==> run_1/clock_map.png <==
Drawn at 6 px/um.
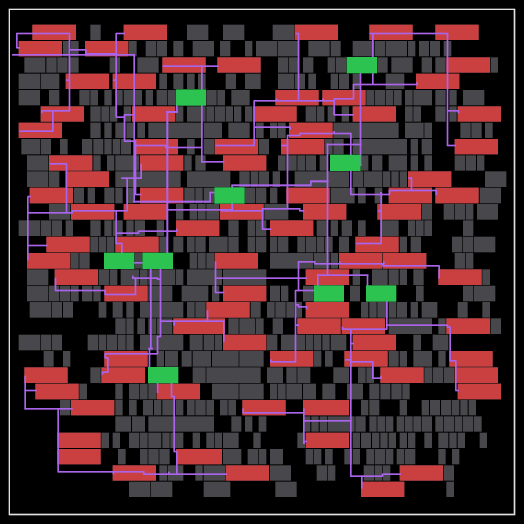
==> run_1/port_nets.png <==
Drawn at 6 px/um.
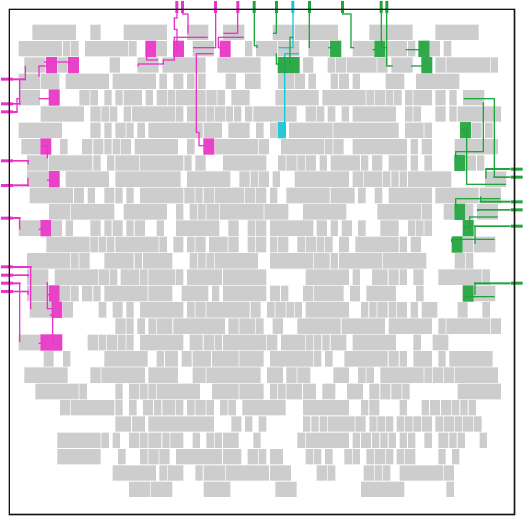
==> run_1/final_clocks.png <==
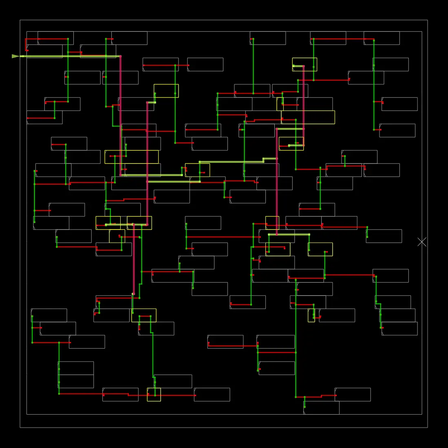
==> run_1/cell_classes.png <==
Drawn at 3 px/um.
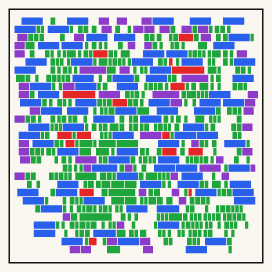
--- src/rtl/thermocouple_spi_responder.sv ---
// Thermocouple converter SPI responder: snapshots temperature/fault inputs into a 32-bit frame.
// Optional THERMO_SYNC_EN adds 2-flop synchronizers on cs_n and sclk.
module thermocouple_spi_responder #(
    parameter int CONV_CYCLES = 200,
    parameter int CBITS       = 10
) (
    input  logic        clk,
    input  logic        rst,
    input  logic        cs_n,
    input  logic        sclk,
    output logic        miso,
    input  logic [13:0] tc_temp,
    input  logic [11:0] junction_temp,
    input  logic        fault_scv,
    input  logic        fault_scg,
    input  logic        fault_oc,
    output logic        busy,
    output logic        frame_done
);

    typedef enum logic [1:0] {IDLE, CONVERT, READY, SHIFT} state_t;

    localparam logic [CBITS-1:0] CONV_LAST = CBITS'(CONV_CYCLES - 1);

    state_t             state;
    logic               cs_in;
    logic               sclk_in;
    logic               cs_q;
    logic               sclk_q;
    logic               sclk_qq;
    logic               sclk_fall;
    logic               drained;
    logic [4:0]         bit_cnt;
    logic [CBITS-1:0]   conv_cnt;
    logic [31:0]        frame;
    logic [31:0]        shreg;
    logic [31:0]        live_frame;

`ifdef THERMO_SYNC_EN
    logic [1:0] cs_sync;
    logic [1:0] sclk_sync;

    // Two-flop synchronizers for the asynchronous SPI pins
    always_ff @(posedge clk) begin
        if (rst) begin
            cs_sync   <= 2'b11;
            sclk_sync <= 2'b00;
        end else begin
            cs_sync   <= {cs_sync[0], cs_n};
            sclk_sync <= {sclk_sync[0], sclk};
        end
    end

    assign cs_in   = cs_sync[1];
    assign sclk_in = sclk_sync[1];
`else
    assign cs_in   = cs_n;
    assign sclk_in = sclk;
`endif

    assign live_frame = {tc_temp, 1'b0,
                         fault_scv | fault_scg | fault_oc,
                         junction_temp, 1'b0,
                         fault_scv, fault_scg, fault_oc};

    assign sclk_fall = sclk_qq & ~sclk_q;

    // Sampling registers for cs_n and sclk, plus sclk history for edge detection
    always_ff @(posedge clk) begin
        if (rst) begin
            cs_q    <= 1'b1;
            sclk_q  <= 1'b0;
            sclk_qq <= 1'b0;
        end else begin
            cs_q    <= cs_in;
            sclk_q  <= sclk_in;
            sclk_qq <= sclk_q;
        end
    end

    // Conversion / shift state machine with registered outputs
    always_ff @(posedge clk) begin
        if (rst) begin
            state      <= IDLE;
            miso       <= 1'b0;
            busy       <= 1'b0;
            frame_done <= 1'b0;
            frame      <= '0;
            shreg      <= '0;
            bit_cnt    <= '0;
            conv_cnt   <= '0;
            drained    <= 1'b0;
        end else begin
            frame_done <= 1'b0;
            case (state)
                IDLE: begin
                    state    <= CONVERT;
                    conv_cnt <= '0;
                    busy     <= 1'b1;
                end
                CONVERT: begin
                    if (!cs_q) begin
                        busy    <= 1'b0;
                        state   <= SHIFT;
                        shreg   <= frame;
                        miso    <= frame[31];
                        bit_cnt <= 5'd31;
                        drained <= 1'b0;
                    end else if (conv_cnt < CONV_LAST) begin
                        conv_cnt <= conv_cnt + 1'b1;
                    end else begin
                        frame <= live_frame;
                        busy  <= 1'b0;
                        state <= READY;
                    end
                end
                READY: begin
                    if (!cs_q) begin
                        state   <= SHIFT;
                        shreg   <= frame;
                        miso    <= frame[31];
                        bit_cnt <= 5'd31;
                        drained <= 1'b0;
                    end
                end
                SHIFT: begin
                    if (cs_q) begin
                        miso     <= 1'b0;
                        state    <= CONVERT;
                        conv_cnt <= '0;
                        busy     <= 1'b1;
                    end else if (sclk_fall && !drained) begin
                        if (bit_cnt != 5'd0) begin
                            shreg   <= shreg << 1;
                            miso    <= shreg[30];
                            bit_cnt <= bit_cnt - 5'd1;
                        end else begin
                            miso       <= 1'b0;
                            frame_done <= 1'b1;
                            drained    <= 1'b1;
                        end
                    end
                end
                default: state <= IDLE;
            endcase
        end
    end

endmodule
--- config.mk ---
export PLATFORM = sky130hd
export DESIGN_NAME = thermocouple_spi_responder
export DESIGN_NICKNAME = d
export VERILOG_FILES = /design/src/rtl/thermocouple_spi_responder.sv
export SDC_FILE = /design/constraint.sdc
export NUM_CORES = 1
export LEC_CHECK = 0
export ABC_AREA = 1
export CORE_UTILIZATION = 57
export DETAILED_ROUTE_END_ITERATION = 6
export PLACE_DENSITY_LB_ADDON = 0.08
export SLEW_MARGIN = 5
export SYNTH_ARGS = -nofsm -noshare
export SYNTH_HDL_FRONTEND = slang
export SYNTH_SLANG_ARGS = --single-unit
--- constraint.sdc ---
create_clock -name clk -period 1.7 [get_ports clk]
set_input_delay 0.255 -clock clk [delete_from_list [all_inputs] [get_ports clk]]
set_output_delay 0.255 -clock clk [all_outputs]
set_load 0.01 [all_outputs]
==> impl_metrics.csv, run 1 <==
group,metric,value,unit
final_timing,tns,0,ps
critical_path,startpoint,"state[1]",
critical_path,worstPathRequired,1970,ps
synthesis,synth_top_cell_by_count,"nand2_1",
critical_path,critPathKind,"flip-flop to flip-flop",
floorplanning,die_y,83.97,um
synthesis,synth.avg_cell_area,7.281,sq um
placement,place_ws,-39.49,ps
synthesis,ys_warn_count,0,
floorplanning,fp_util,59.63,%
critical_path,cp_max_fo,17,
finish,drive_above_1_share,13.09,%
critical_path,startpoint_type,"flip-flop",
critical_path,rr_startpoint,"state[1]",
global_route,antenna_found_initial,0,
finish,nets,608,
synthesis,yosys_area,0.003830,sq mm
synthesis,synth.ff_latch_count,85,
synthesis,ff_type,"dfxtp_1",
final_timing,period_used_share,99.24,%
worst_hold_path,hold_start,"rst",
power,power-per-cell-area,1393,mW/mm^2
critical_path,crit_end,"shreg[14]",
finish,n_antenna_cell,0,
clock_tree,htree_levels,3,
placement,place_area,0.004225,sq mm
final_timing,tightestPinTransition,475.4,ps
clock_tree,cts_root_buf,"clkbuf_8",
run_status,violations,"design-rule violations",
final_timing,slew_viol_final,0,
final_timing,hold_viol_final,0,
power,vdd_drop_max,0.9408,mV
synthesis,synthCells,526,
detailed_routing,wl,8.259,mm
job,maxCapViolations,0,
worst_hold_path,hold_path_class,"input port to flip-flop",
clock_tree,holdBufCountCts,0,
placement,gp_congestion,0.8412,
critical_path,r2r_end,"shreg[14]",
detailed_routing,drt-pass1-iter-count,7,
floorplanning,dieWidth,83.97,um
final_timing,rsz0062_at_grt,"yes",
clock_tree,cts_buffer_depth,2,
final_timing,setup_viol,0,
final_timing,whs,296.4,ps
power,power.total,6.520,mW
global_route,grt_pass1_wl,13.35,mm
detailed_routing,num_vias,3392,
finish,fin_area,0.004679,sq mm
detailed_routing,post_drt_wl_per_cell,12.71,um
finish,fillers,501,
detailed_routing,drc,1,
detailed_routing,drt-initial-drc-count,158,
final_timing,relSlewSlack,68.31,%
final_timing,fmax,0.5927,GHz
job,warnings,31,
global_route,grt_pass1_vias,3111,
synthesis,mappedNetlistArea,0.003830,sq mm
clock_tree,path_clk_slew,90,ps
final_timing,finalClockSkew,10.93,ps
global_route,grt-ovfl-total,0,
final_timing,layout_min_cycle_time,1687,ps
detailed_routing,ant_nets,0,
critical_path,cp_data_arrival_time,1960,ps
run_status,status,"finished, violations left",
floorplanning,core_area,0.006422,sq mm
critical_path,rrSetupSlack,10,ps
detailed_routing,viasPerCell,5.218,
synthesis,synth.cells.most_frequent,"144 x nand2_1, 85 x dfxtp_1, 64 x a21oi_1, 60 x o21ai_0, 49 x inv_1",
placement,dp_hpwl,5.043,mm
worst_hold_path,min_path_cells,3,
synthesis,ys_async_sr_fraction,0,%
critical_path,reg2reg_depth,11,
floorplanning,chip_area,0.007051,sq mm
placement,dpl.cell_count,625,
finish,final_cells,650,
synthesis,area_leaders,"dfxtp_1 44%, nand2_1 14%, a21oi_1 8.4%",
finish,final_common_cell,"nand2_1",
worst_hold_path,whs_endpoint,"conv_cnt[7]",
synthesis,fp_nets,566,
power,leakagePower,1.734,nW
finish,area_delta_synth_final,22.18,%
synthesis,edf_count,0,
critical_path,endpoint_kind,"flip-flop",
synthesis,ys_types,28,
clock_tree,cts_tree,"done",
About clock_map.png:
flip-flops -> red  # count 85
cells driving clock nets -> green  # count 9
clock wires -> purple  # length 946 um
routed clock nets = 10
flops lie = widely spread

About port_nets.png:
fault_oc -> cyan  # bits 1, direction input, end cells 1, buffers 1, wire 23.6 um
junction_temp -> green  # bits 12, direction input, end cells 12, buffers 12, wire 169 um
tc_temp -> magenta  # bits 14, direction input, end cells 14, buffers 14, wire 147 um
I/O pins: 36
# port buffers: 35

About final_clocks.png:
CTS Sinks: 85
Clock net power: 1.55 mW

About cell_classes.png:
all other logic -> green  # cells 415, share of their area 44%
flip-flops -> blue  # cells 85, share of their area 37%
clock drivers and dummy loads -> red  # cells 16, share of their area 4.7%
other buffers and delay cells -> purple  # cells 57, share of their area 14%
Rows: 29
final core occ: 72.86%

run 1: critical path: stages (launching register included):
cell and delay (ps):
dfxtp_4 350, inv_1 60, ha_1 320, nand2_1 80
nand2_2 70, nor2_2 100, nand2_2 80, clkinv_4 100
nand2_8 110, inv_8 140, nand2_1 70, a21oi_1 150
run 1: sequential cells by signal, summed over array words and instances (netlist names):
register,count
state,2
drained,1
sclk_qq,1
bit_cnt,5
shreg,31
busy,1
cs_q,1
conv_cnt,10
frame,30
miso,1
sclk_q,1
frame_done,1
run 1: layout make-up:
type | count | area [sq um] | share of cell area (%)
multi-input cells | 361 | 1798 | 38.42
flip-flops and latches | 85 | 1708 | 36.50
repair buffers | 57 | 620.6 | 13.26
inverters | 53 | 230.2 | 4.920
clock buffers | 11 | 131.4 | 2.807
well taps | 77 | 96.34 | 2.059
clock inverters | 5 | 83.83 | 1.791
repair inverters | 1 | 11.26 | 0.2406
run 1: repair_timing:
| item | CTS | global route |
|---|---|---|
| setup endpoints to repair | 21 | 67 |
| gates resized | 2 | 31 |
| pin swaps | 0 | 4 |
| cloned | 0 | 6 |
| buffers inserted | 0 | 3 |
run 1: cells by family after synthesis:
group                    Yosys count  synth area share [%]
AND/OR/NAND/NOR                  208                 22.51
flip-flops                        85                 44.43
AND-OR/OR-AND                    142                 19.90
buffers and inverters             81                 10.19
adder cells (fa/ha/maj)            7                 2.287
XOR/XNOR                           3                0.6862
run 1: power breakdown:
part / switching, mW / internal [mW]
registers: 0.0835 / 2.13
clock network: 0.719 / 0.834
logic: 1.60 / 1.16
total: 2.40 / 4.12
run 1: metal layers:
| layer | track usage, % | part of all wire, % |
|---|---|---|
| met5 | 0 | 0 |
| met3 | 3.561 | 4.4 |
| met1 | 29.35 | 45 |
| met4 | 8.150 | 1.8 |
| met2 | 39.64 | 49 |
==> run_1/met3.png <==
Drawn at 4 px/um. Cells faint in the background.
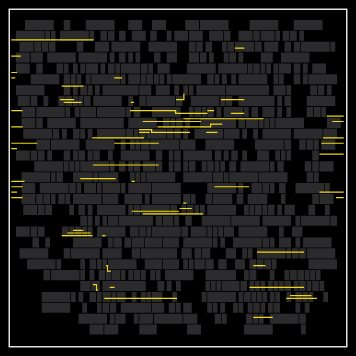

==> run 1 -> run 2 <==
--- a/config.mk
+++ b/config.mk
@@ -6,6 +6,7 @@
 export NUM_CORES = 1
 export LEC_CHECK = 0
 export ABC_AREA = 1
+export CORE_MARGIN = 4
 export CORE_UTILIZATION = 57
 export DETAILED_ROUTE_END_ITERATION = 6
 export PLACE_DENSITY_LB_ADDON = 0.08
==> run_2/met3.png <==
Drawn at 4 px/um. Cells faint in the background.
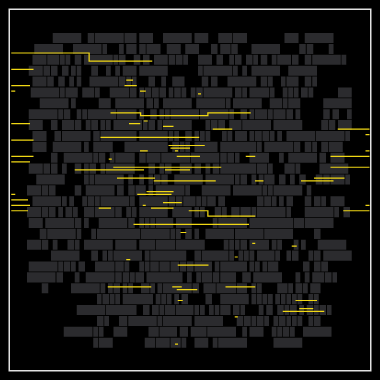
nets with wire on the layer = 47
wire length on this layer = 433 um
share of all routed wire = 4.9%
main direction = horizontal
longest straight run = 28.5 um

==> impl_metrics.csv, run 2 <==
group,metric,value,unit
critical_path,reg2reg_depth,8,
floorplanning,die_y,89.97,um
finish,clkCellAreaFrac,4.868,%
synthesis,synthMuxAreaShare,0,%
critical_path,critPathKind,"flip-flop to flip-flop",
job,maxCapViolations,0,
synthesis,logic_family,"simple AND/OR/NAND/NOR gates",
run_status,status,"finished clean",
detailed_routing,wl,8.917,mm
final_timing,relSlewSlack,68.15,%
synthesis,synth.ff_latch_count,85,
critical_path,endpoint_kind,"flip-flop",
critical_path,rr_startpoint,"state[0]",
synthesis,fp_nets,566,
finish,n_antenna_cell,0,
finish,final_common_cell,"nand2_1",
critical_path,startpoint,"state[0]",
placement,gp_congestion,0.8755,
clock_tree,htree_levels,3,
worst_hold_path,hold_start,"rst",
power,vdd_drop_max,0.8156,mV
final_timing,tightestPinTransition,477.7,ps
detailed_routing,viasPerCell,5.309,
power,clkPwrFrac,24.1,%
synthesis,ys_types,28,
final_timing,fmax,0.5952,GHz
finish,seqAreaFraction,35.64,%
critical_path,cp_max_fo,10,
synthesis,synth.cells.most_frequent,"144 x nand2_1, 85 x dfxtp_1, 64 x a21oi_1, 60 x o21ai_0, 49 x inv_1",
critical_path,rrSetupSlack,20,ps
detailed_routing,ant_nets,0,
final_timing,slew_viol_final,0,
final_timing,whs,323.3,ps
power,swShare,37.15,%
clock_tree,postCtsResizedCells,6,
placement,dpl.cell_count,628,
finish,regArea,0.001704,sq mm
synthesis,synthCells,526,
power,pwr-share-comb,43.3,%
floorplanning,rows,29,
finish,buf_share,13.64,%
critical_path,worstPathRequired,1940,ps
floorplanning,dieWidth,89.97,um
floorplanning,core_area,0.006422,sq mm
finish,final_cells,656,
clock_tree,clock_sinks,85,
final_timing,hold_viol_final,0,
power,power.switching,2.529,mW
finish,inverters,55,
finish,fillers,471,
clock_tree,cts_root_buf,"clkbuf_8",
final_timing,layout_min_cycle_time,1680,ps
detailed_routing,drt-initial-drc-count,155,
finish,n_all_buffers,62,
final_timing,finalClockSkew,12.50,ps
power,power-per-cell-area,1424,mW/mm^2
detailed_routing,post_drt_wl_per_cell,13.59,um
finish,ff_count,85,
finish,nets,614,
synthesis,synth-adder-area-share,2.287,%
synthesis,synth.avg_cell_area,7.281,sq um
global_route,grt_pass1_vias,3022,
synthesis,simple_gate_area_share,22.51,%
clock_tree,holdBufCountCts,0,
placement,place_ws,-55.82,ps
floorplanning,fp_util,59.63,%
detailed_routing,drt-pass1-iter-count,4,
clock_tree,postCtsSetupBuffers,1,
floorplanning,pin_count,36,
finish,largest_reg_flops,31,
synthesis,synth-xor-area-share,0.6861,%
power,intPower,4.280,mW
worst_hold_path,min_path_cells,3,
detailed_routing,drc,0,
finish,logic_gates,361,
finish,drive_above_1_share,14.51,%
finish,comb_share,38.55,%
finish,combGateArea,0.001843,sq mm
synthesis,mappedNetlistArea,0.003830,sq mm
critical_path,cp_data_arrival_time,1920,ps
worst_hold_path,hold_path_class,"input port to flip-flop",
synthesis,ys_async_sr_fraction,0,%
synthesis,yosys_area,0.003830,sq mm
detailed_routing,num_vias,3483,
run 2: netlist changes by cell type in the layout (fill, tap and decap cells not counted), moves of 2 or more:
cell,before,now
buf_4,13,19
clkbuf_8,9,12
buf_6,2,0
clkbuf_1,2,0
nand2_2,5,3
run 2: final timing paths:
check / end
worst min-delay path: conv_cnt[4]
worst max register to register: conv_cnt[0]
worst min register to register: sclk_qq
worst max-delay path: conv_cnt[0]
run 2: stage by stage:
stage                     TNS, ps  cell area (sq um)  utilization (%)
after floorplan                 0               3830                -
after global placement     -2.234               4235            65.95
after global routing       -887.0               4781            74.44
after detailed placement   -287.0               4235            65.95
final                           0               4781            74.44
after CTS                       0               4504            70.13
run 2: cells by family after synthesis:
family | after synthesis
buf+inv | 81
flops | 85
simple gates | 208
fa+ha+maj | 7
compound gates | 142
xor+xnor | 3
run 2: critical path, stage by stage, from the launching register on:
cell      delay, ps
dfxtp_2         350
inv_1            80
buf_4           140
ha_1            230
o21bai_4        200
nor2_4          160
nand2_2         160
o21ai_0         200
nor2_1           50
run 2: layer usage:
metal | vias up | GRT usage [%] | wire length, um
li1 | 1784 | - | -
met1 | 1579 | 24.24 | 3831
met2 | 95 | 33.08 | 4413
met3 | 25 | 3.172 | 433
met4 | 0 | 9.311 | 238
met5 | - | 0 | 0
run 2: power by group through the flow:
| stage | Clock (mW) | Sequential [mW] | Combinational (mW) |
|---|---|---|---|
| floorplan | 0 | 2.25 | 1.53 |
| CTS | 1.65 | 2.21 | 2.00 |
| finish | 1.64 | 2.22 | 2.95 |
| detailed placement | 0 | 2.25 | 1.86 |
| global placement | 0 | 2.24 | 1.82 |
| global route | 1.75 | 2.23 | 3.19 |
Power figures rest on the tool's default switching activity, not on a simulated workload.
